===== src/rtl/core_sequencer_if.sv =====
// core_sequencer_if
// Instruction- and data-memory handshake bundle for core_sequencer.
//   imem_req   : fetch request, level, held until imem_ack
//   imem_addr  : fetch address (current pc)
//   imem_ack   : fetch data valid this cycle
//   imem_rdata : fetched instruction word
//   dmem_req   : data access request, level, held until dmem_ack
//   dmem_we    : store qualifier, valid while dmem_req=1
//   dmem_ack   : data access complete
// master = sequencer side, slave = memory side.
interface core_sequencer_if #(
  parameter int XLEN = 32
);
  logic            imem_req;
  logic [XLEN-1:0] imem_addr;
  logic            imem_ack;
  logic [31:0]     imem_rdata;
  logic            dmem_req;
  logic            dmem_we;
  logic            dmem_ack;

  modport master (
    output imem_req, imem_addr, dmem_req, dmem_we,
    input  imem_ack, imem_rdata, dmem_ack
  );

  modport slave (
    input  imem_req, imem_addr, dmem_req, dmem_we,
    output imem_ack, imem_rdata, dmem_ack
  );
endinterface


===== src/rtl/core_sequencer.sv =====
// core_sequencer
// Multi-cycle control sequencer for an RV32I core. Owns the pc, fetches over
// a req/ack instruction port, stretches execution across variable-latency
// memories, gates writeback, counts retired instructions and parks on
// halt or trap.
// Ports:
//   clk, rst     : clock (rising edge), asynchronous active-high reset
//   prog         : program mode, parks the core in PROG
//   mem          : instruction/data memory handshakes (master side)
//   instr        : latched current instruction
//   is_mem/is_store/is_halt : decoder flags for the current instruction
//   pc_next      : next pc from the datapath
//   pc           : current program counter
//   ex_stage     : one-cycle execute strobe
//   wb_stage     : one-cycle writeback strobe (regfile write qualifier)
//   state        : current state encoding
//   instret      : retired instruction count (wraps)
//   halted, trap : in HALT / in TRAP
//   trap_cause   : 0 none, 1 misaligned pc_next, 2 imem timeout, 3 dmem timeout
// Every output is a register or a decode of the state register.
module core_sequencer #(
  parameter int              XLEN     = 32,
  parameter logic [XLEN-1:0] RESET_PC = {XLEN{1'b0}},
  parameter int              CNT_W    = 64,
  parameter int              TIMEOUT  = 255
) (
  input  logic                    clk,
  input  logic                    rst,
  input  logic                    prog,
  core_sequencer_if.master        mem,
  output logic [31:0]             instr,
  input  logic                    is_mem,
  input  logic                    is_store,
  input  logic                    is_halt,
  input  logic [XLEN-1:0]         pc_next,
  output logic [XLEN-1:0]         pc,
  output logic                    ex_stage,
  output logic                    wb_stage,
  output logic [2:0]              state,
  output logic [CNT_W-1:0]        instret,
  output logic                    halted,
  output logic                    trap,
  output logic [1:0]              trap_cause
);

  typedef enum logic [2:0] {
    S_PROG  = 3'd0,
    S_FETCH = 3'd1,
    S_EXEC  = 3'd2,
    S_MEM   = 3'd3,
    S_WB    = 3'd4,
    S_HALT  = 3'd5,
    S_TRAP  = 3'd6
  } state_t;

  // A zero TIMEOUT disables the watchdog; keep the counter one bit wide then.
  localparam int             WD_W   = (TIMEOUT > 0) ? $clog2(TIMEOUT + 1) : 1;
  localparam logic [WD_W-1:0] WD_LIM = WD_W'(TIMEOUT);

  state_t           state_r;
  state_t           next_s;
  logic [XLEN-1:0]  pc_r;
  logic [31:0]      instr_r;
  logic [CNT_W-1:0] instret_r;
  logic [1:0]       cause_r;
  logic [1:0]       cause_next_s;
  logic [WD_W-1:0]  wdog_r;
  logic [WD_W-1:0]  wd_inc_s;
  logic             wd_hit_s;
  logic             we_r;

  // Watchdog fires when this waiting cycle would bring the count to TIMEOUT.
  always_comb begin
    wd_inc_s = wdog_r + WD_W'(1);
    wd_hit_s = 1'b0;
    if (TIMEOUT != 0) begin
      wd_hit_s = (wd_inc_s == WD_LIM);
    end else begin
      wd_hit_s = 1'b0;
    end
  end

  // Next-state and trap-cause selection; prog overrides everything.
  always_comb begin
    next_s       = state_r;
    cause_next_s = cause_r;
    if (prog) begin
      next_s = S_PROG;
    end else begin
      case (state_r)
        S_PROG:  next_s = S_FETCH;
        S_FETCH: begin
          // An ack in the same cycle as the watchdog limit wins.
          if (mem.imem_ack)   next_s = S_EXEC;
          else if (wd_hit_s)  next_s = S_TRAP;
          else                next_s = S_FETCH;
        end
        S_EXEC: begin
          if (is_halt)                 next_s = S_HALT;
          else if (pc_next[1:0] != 2'b00) next_s = S_TRAP;
          else if (is_mem)             next_s = S_MEM;
          else                         next_s = S_WB;
        end
        S_MEM: begin
          if (mem.dmem_ack)   next_s = S_WB;
          else if (wd_hit_s)  next_s = S_TRAP;
          else                next_s = S_MEM;
        end
        S_WB:    next_s = S_FETCH;
        S_HALT:  next_s = S_HALT;
        S_TRAP:  next_s = S_TRAP;
        default: next_s = S_PROG;
      endcase
    end

    if (next_s == S_PROG) begin
      cause_next_s = 2'd0;
    end else if ((next_s == S_TRAP) && (state_r != S_TRAP)) begin
      case (state_r)
        S_FETCH: cause_next_s = 2'd2;
        S_MEM:   cause_next_s = 2'd3;
        default: cause_next_s = 2'd1;
      endcase
    end else begin
      cause_next_s = cause_r;
    end
  end

  // State register.
  always_ff @(posedge clk or posedge rst) begin
    if (rst) begin
      state_r <= S_PROG;
    end else begin
      state_r <= next_s;
    end
  end

  // pc, instruction latch, retire counter, trap cause, watchdog, store qualifier.
  always_ff @(posedge clk or posedge rst) begin
    if (rst) begin
      pc_r      <= RESET_PC;
      instr_r   <= 32'd0;
      instret_r <= {CNT_W{1'b0}};
      cause_r   <= 2'd0;
      wdog_r    <= {WD_W{1'b0}};
      we_r      <= 1'b0;
    end else begin
      cause_r <= cause_next_s;

      // Entering PROG already presents RESET_PC; otherwise only WB moves pc.
      if (next_s == S_PROG) begin
        pc_r <= RESET_PC;
      end else if (state_r == S_WB) begin
        pc_r <= pc_next;
      end

      if ((state_r == S_FETCH) && (next_s == S_EXEC)) begin
        instr_r <= mem.imem_rdata;
      end

      if (state_r == S_WB) begin
        instret_r <= instret_r + CNT_W'(1);
      end

      // Store qualifier is captured in EXEC so dmem_we never sees is_store live.
      if (state_r == S_EXEC) begin
        we_r <= is_store;
      end

      if (next_s != state_r) begin
        wdog_r <= {WD_W{1'b0}};
      end else if ((state_r == S_FETCH) || (state_r == S_MEM)) begin
        wdog_r <= wd_inc_s;
      end
    end
  end

  assign mem.imem_req  = (state_r == S_FETCH);
  assign mem.imem_addr = pc_r;
  assign mem.dmem_req  = (state_r == S_MEM);
  assign mem.dmem_we   = (state_r == S_MEM) && we_r;
  assign instr         = instr_r;
  assign pc            = pc_r;
  assign ex_stage      = (state_r == S_EXEC);
  assign wb_stage      = (state_r == S_WB);
  assign state         = state_r;
  assign instret       = instret_r;
  assign halted        = (state_r == S_HALT);
  assign trap          = (state_r == S_TRAP);
  assign trap_cause    = cause_r;

endmodule

===== src/flat_wrapper.sv =====
// flat-port wrapper written by rule: the top's interface ports become plain ports
module core_sequencer_flat 
#(
  parameter int              XLEN     = 32,
  parameter logic [XLEN-1:0] RESET_PC = {XLEN{1'b0}},
  parameter int              CNT_W    = 64,
  parameter int              TIMEOUT  = 255
)
  (clk, rst, prog, instr, is_mem, is_store, is_halt, pc_next, pc, ex_stage, wb_stage, state, instret, halted, trap, trap_cause, mem_imem_req, mem_imem_addr, mem_dmem_req, mem_dmem_we, mem_imem_ack, mem_imem_rdata, mem_dmem_ack);
  core_sequencer_if #(.XLEN(XLEN)) mem_i ();
  input  logic clk;
  input  logic rst;
  input  logic prog;
  output logic [31:0] instr;
  input  logic is_mem;
  input  logic is_store;
  input  logic is_halt;
  input  logic [XLEN-1:0] pc_next;
  output logic [XLEN-1:0] pc;
  output logic ex_stage;
  output logic wb_stage;
  output logic [2:0] state;
  output logic [CNT_W-1:0] instret;
  output logic halted;
  output logic trap;
  output logic [1:0] trap_cause;
  output wire logic [$bits(mem_i.imem_req)-1:0] mem_imem_req;
  output wire logic [$bits(mem_i.imem_addr)-1:0] mem_imem_addr;
  output wire logic [$bits(mem_i.dmem_req)-1:0] mem_dmem_req;
  output wire logic [$bits(mem_i.dmem_we)-1:0] mem_dmem_we;
  input wire logic [$bits(mem_i.imem_ack)-1:0] mem_imem_ack;
  input wire logic [$bits(mem_i.imem_rdata)-1:0] mem_imem_rdata;
  input wire logic [$bits(mem_i.dmem_ack)-1:0] mem_dmem_ack;
  assign mem_imem_req = mem_i.imem_req;
  assign mem_imem_addr = mem_i.imem_addr;
  assign mem_dmem_req = mem_i.dmem_req;
  assign mem_dmem_we = mem_i.dmem_we;
  assign mem_i.imem_ack = mem_imem_ack;
  assign mem_i.imem_rdata = mem_imem_rdata;
  assign mem_i.dmem_ack = mem_dmem_ack;
  core_sequencer #(.XLEN(XLEN), .RESET_PC(RESET_PC), .CNT_W(CNT_W), .TIMEOUT(TIMEOUT)) u_core (.clk(clk), .rst(rst), .prog(prog), .mem(mem_i), .instr(instr), .is_mem(is_mem), .is_store(is_store), .is_halt(is_halt), .pc_next(pc_next), .pc(pc), .ex_stage(ex_stage), .wb_stage(wb_stage), .state(state), .instret(instret), .halted(halted), .trap(trap), .trap_cause(trap_cause));
endmodule

===== config.mk =====
export PLATFORM = sky130hd
export DESIGN_NAME = core_sequencer_flat
export DESIGN_NICKNAME = d
export VERILOG_FILES = /design/src/rtl/core_sequencer_if.sv /design/src/rtl/core_sequencer.sv /design/src/flat_wrapper.sv
export SDC_FILE = /design/constraint.sdc
export NUM_CORES = 1
export LEC_CHECK = 0
export CAP_MARGIN = 10
export CORE_MARGIN = 5
export CORE_UTILIZATION = 49
export DETAILED_ROUTE_END_ITERATION = 6
export PLACE_DENSITY = 0.87
export SLEW_MARGIN = 5
export SYNTH_ARGS = -nofsm -noshare
export SYNTH_HDL_FRONTEND = slang
export SYNTH_SLANG_ARGS = --single-unit

===== constraint.sdc =====
create_clock -name clk -period 10.6 [get_ports clk]
set_input_delay 1.59 -clock clk [delete_from_list [all_inputs] [get_ports clk]]
set_output_delay 1.59 -clock clk [all_outputs]
set_load 0.02 [all_outputs]

==> run summary, run 1 <==
Summary of the current implementation state.

- The run finished, with violations left.
- The final reports fail on design-rule violations.
- Per the synthesis report, the simple-gate share of the synthesized area is between 10% and 20%.
- The cell count in the Yosys report is ~660, for reference.
- The number of nets at floorplan is approximately 730, for reference.
- The first global-routing pass estimated just under 30000 um of wire.
- The share of post-route cells with drive strength above 1 is a little under a tenth, for reference.
- The final antenna diode tally reported by the flow is 0.
- Adding up every negative setup slack in the final design gives 0 ps.
- The CTS root buffer is clkbuf_16, for reference.
- The portion of synthesized area spent on multiplexers is under 10%.
- Pin placement for this block handled about 240 I/O pins.
- After detailed routing, the number of vias per cell comes to about 5.3.
- The cell taking the most area after synthesis is dfrtp_1, for reference.
- The highest supply drop recorded on VDD is 0.127 mV.
- Measured along the y axis, the die boundary spans between 100 and 150 um.
- STA classifies the critical path endpoint as an output pin.
- The critical path maximum fanout is around 40.
- For this run, the total global-route usage over all layers was measured as approximately 22%.
- The number of global-route vias before repair is 5515.
- Synthesis instantiated roughly 49 different standard cells from the library.
- The total buffers and inverters traversed by the critical path is 3, for reference.
- A synthesized cell averages between 10 and 15 um2.
- The synthesis report lists the most area-consuming cells as dfrtp_1, nand2_1, mux2_2.
- The number of gates resized after CTS was 0.
- The pre-CTS setup check shows a worst slack of between 6000 and 7000 ps.
- On met2, the global router reports a usage of 36.3%.
- Warnings raised by the tools during the run amount to 27.
- Hold timing on the final database bottoms out at a slack of 470 ps.
- The power report lists the sequential group at ~0.63 mW.
- Setup slack on the critical path of the routed design comes to 6030 ps.
- Looking at the cell usage after synthesis, the top flip-flop cell is dfrtp_1.
- The count of input and output buffers is ~240, for reference.
- The library cells used most frequently in the layout, excluding fill and tap cells, are clkdlybuf4s50_1, dfrtp_1, nand2_1.
- The global-route track usage on met1 is 27.7%, for reference.
- Per the detail_route log, met3 wirelength is roughly 1700 um.
- In the final layout, flip-flops and latches take up 36.8% of the cell area.
- The most popular library cell in the synthesized design by count is dfrtp_1, for reference.
- The sequential group share of total power is approximately 40%, for reference.
- Setup repair after global routing left no endpoint under its margin.
- The number of stages on the worst setup path is 4, for reference.
- The script parses the final routing iteration and logs DRC violations as 1.
- The arrival time of the worst setup path is between 2000 and 3000 ps, for reference.
- On the critical path the largest part of the delay comes from buffers and inverters.
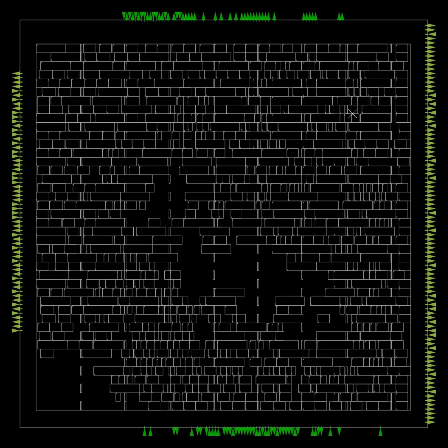
**Above:** run 1 (placed standard cells).
number of filler cells placed in the layout: 979
layout sequential cell count: 142
total number of placement rows: 42

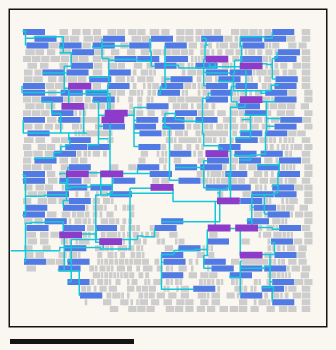
**Above:** run 1 (clock network drawn from the DEF).
Bar = 50 um.
[flip-flops] blue | count: 142
[clock-net drivers] purple | count: 17
[clock wires] cyan | length: 1720 um
flops lie: spread over the die
clock skew after layout: 13.3 ps
power of the clock network: 0.614 mW
share of total power in the clock network: 39.6%
clock latency at the later pin of the worst-skew pair: 420 ps

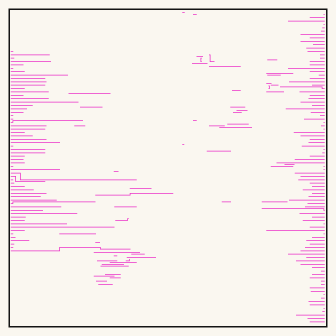
**Above:** run 1 (met3 routing).
main direction: horizontal
longest straight run: 46.7 um
wire length on this layer: 1680 um
final wirelength: 17800 um
global-route met3 utilization: 7.89%

**Run 1: placement density heat map**

The die is cut into 13 by 13 equal tiles; white is low, dark blue is high, 0 to 100% covered.
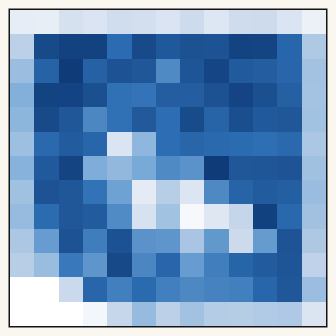

--- run 2 (diff from run 1) ---
- CORE_UTILIZATION: 49 -> 41
- PLACE_DENSITY: 0.87 -> 0.77
- clock period: 10.6 -> 3.7 ns (I/O delays scaled with it)
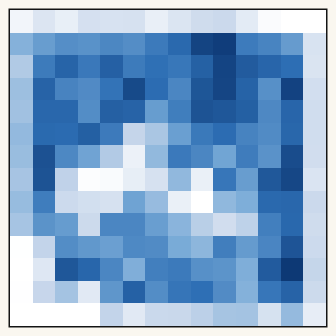
**Above:** run 2 (placement density heat map).
The die is cut into 14 by 14 equal tiles; white is low, dark blue is high, 0 to 100% covered.
emptiest ninth of the die: lower left
tiles over 75% full: 22%
densest ninth of the die: top centre

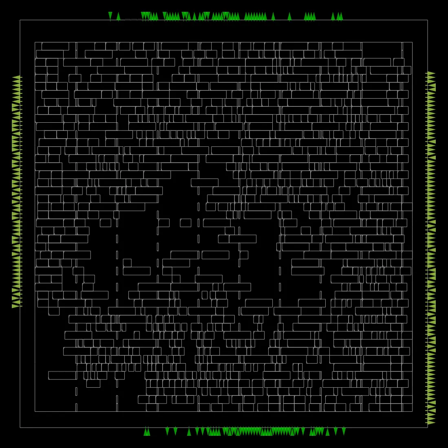
**Above:** run 2 (placed standard cells).
core utilization of the finished layout: 61.2%
total number of placement rows: 46
Taps Inserted: 216
sequential fraction of total cell area: 36.3%

==> run summary, run 2 <==
Summary of the current implementation state.

- Status: finished, final reports clean (was complete, but fails checks).
- The sum of negative setup slack is 0 ps (unchanged), for reference.
- Setup repair after global routing missed its margin: false (unchanged).
- The per-instance average area after synthesis is 10.2 um2 (unchanged).
- The minimum setup slack after placement is 797 ps (was 6430 ps), for reference.
- The top cell family by delay on the critical path is buffers and inverters (unchanged), for reference.
- The met2 track utilization from global routing is 30.2% (was 36.3%), for reference.
- The most instantiated flip-flop cell in the synthesis netlist was dfrtp_1 (unchanged).
- The distinct cell type count after synthesis is 49 (unchanged), for reference.
- The flip-flop and latch power was 1.80 mW (was 0.630 mW).
- The share of cell area taken by muxes after synthesis is 5.84% (unchanged).
- The average vias per placed instance was 5.02 (was 5.29).
- The area fraction in and, or, nand and nor cells is 19.2% (unchanged), for reference.
- The wire length of the first global-routing pass is 29000 um (was 28800 um), for reference.
- The count of input and output buffers is 243 (unchanged).
- The clock latency reported for the late side of the worst-skew pair is 420 ps (about the same).
- The count of cells resized by post-cts repair is 0 (unchanged), for reference.
- The endpoint class of the critical path is an output pin (unchanged), for reference.
- The largest fanout on the critical path is 40 (unchanged), for reference.
- The tool warning count is 27 (unchanged), for reference.
- The setup slack of the critical path after layout is 591 ps (was 6030 ps).
- The fraction of met3 tracks used by global routing is 8.38% (was 7.89%), for reference.
- The share of total power in the clock network is 41.2% (was 39.6%), for reference.
- The number of DRC violations after detailed routing is 0 (was 1), for reference.
- The total buffers and inverters traversed by the critical path was 2 (was 3).
- The number of nets at floorplan is 733 (unchanged), for reference.
- Top cells excl fill/tap: clkdlybuf4s50_1, dfrtp_1, nand2_1 (unchanged).
- The antenna diode instance count was 0 (unchanged).
- The remaining global-route overflow came to 0 (unchanged).
- The arrival time of the worst setup path is 2550 ps (was 2980 ps), for reference.
- The smallest hold slack is 482 ps (was 470 ps), for reference.
- The number of filler cells placed in the layout was 1383 (was 979).
- The power drawn by the clock network was 1.88 mW (was 0.614 mW).
- The number of top-level pins came to 244 (unchanged).
- The cell taking the most area after synthesis is dfrtp_1 (unchanged), for reference.
- Most area-consuming cells after synthesis: dfrtp_1, nand2_1, mux2_2 (unchanged).
- The layer carrying the most global-route usage is met2 (unchanged), for reference.
- The overall die height is 138 um (was 127 um), for reference.
- The number of flip-flops and latches was 142 (unchanged).
- The worst vdd rail ir drop came to 0.378 mV (was 0.127 mV).
- The cell count in the Yosys report was 658 (unchanged).
- The length in cells of the worst reg-to-reg path is 7 (was 6).
- The number of global-route vias before repair came to 5603 (was 5515).
- The global-route track usage on met1 is 22.2% (was 27.7%).
- The CTS root buffer was clkbuf_16 (unchanged).
- The met3 wire length is 1620 um (was 1680 um), for reference.
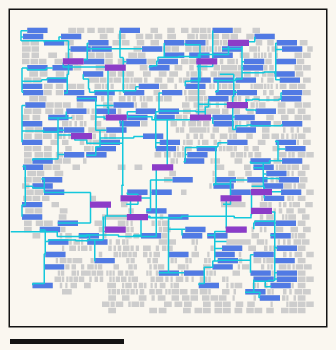
**Above:** run 2 (clock network drawn from the DEF).
Bar = 50 um.
[flip-flops] blue | count: 142
[clock-net drivers] purple | count: 17
[clock wires] cyan | length: 1770 um
routed clock nets: 18

No activity file was given, so power comes from the tool's default toggle rates.
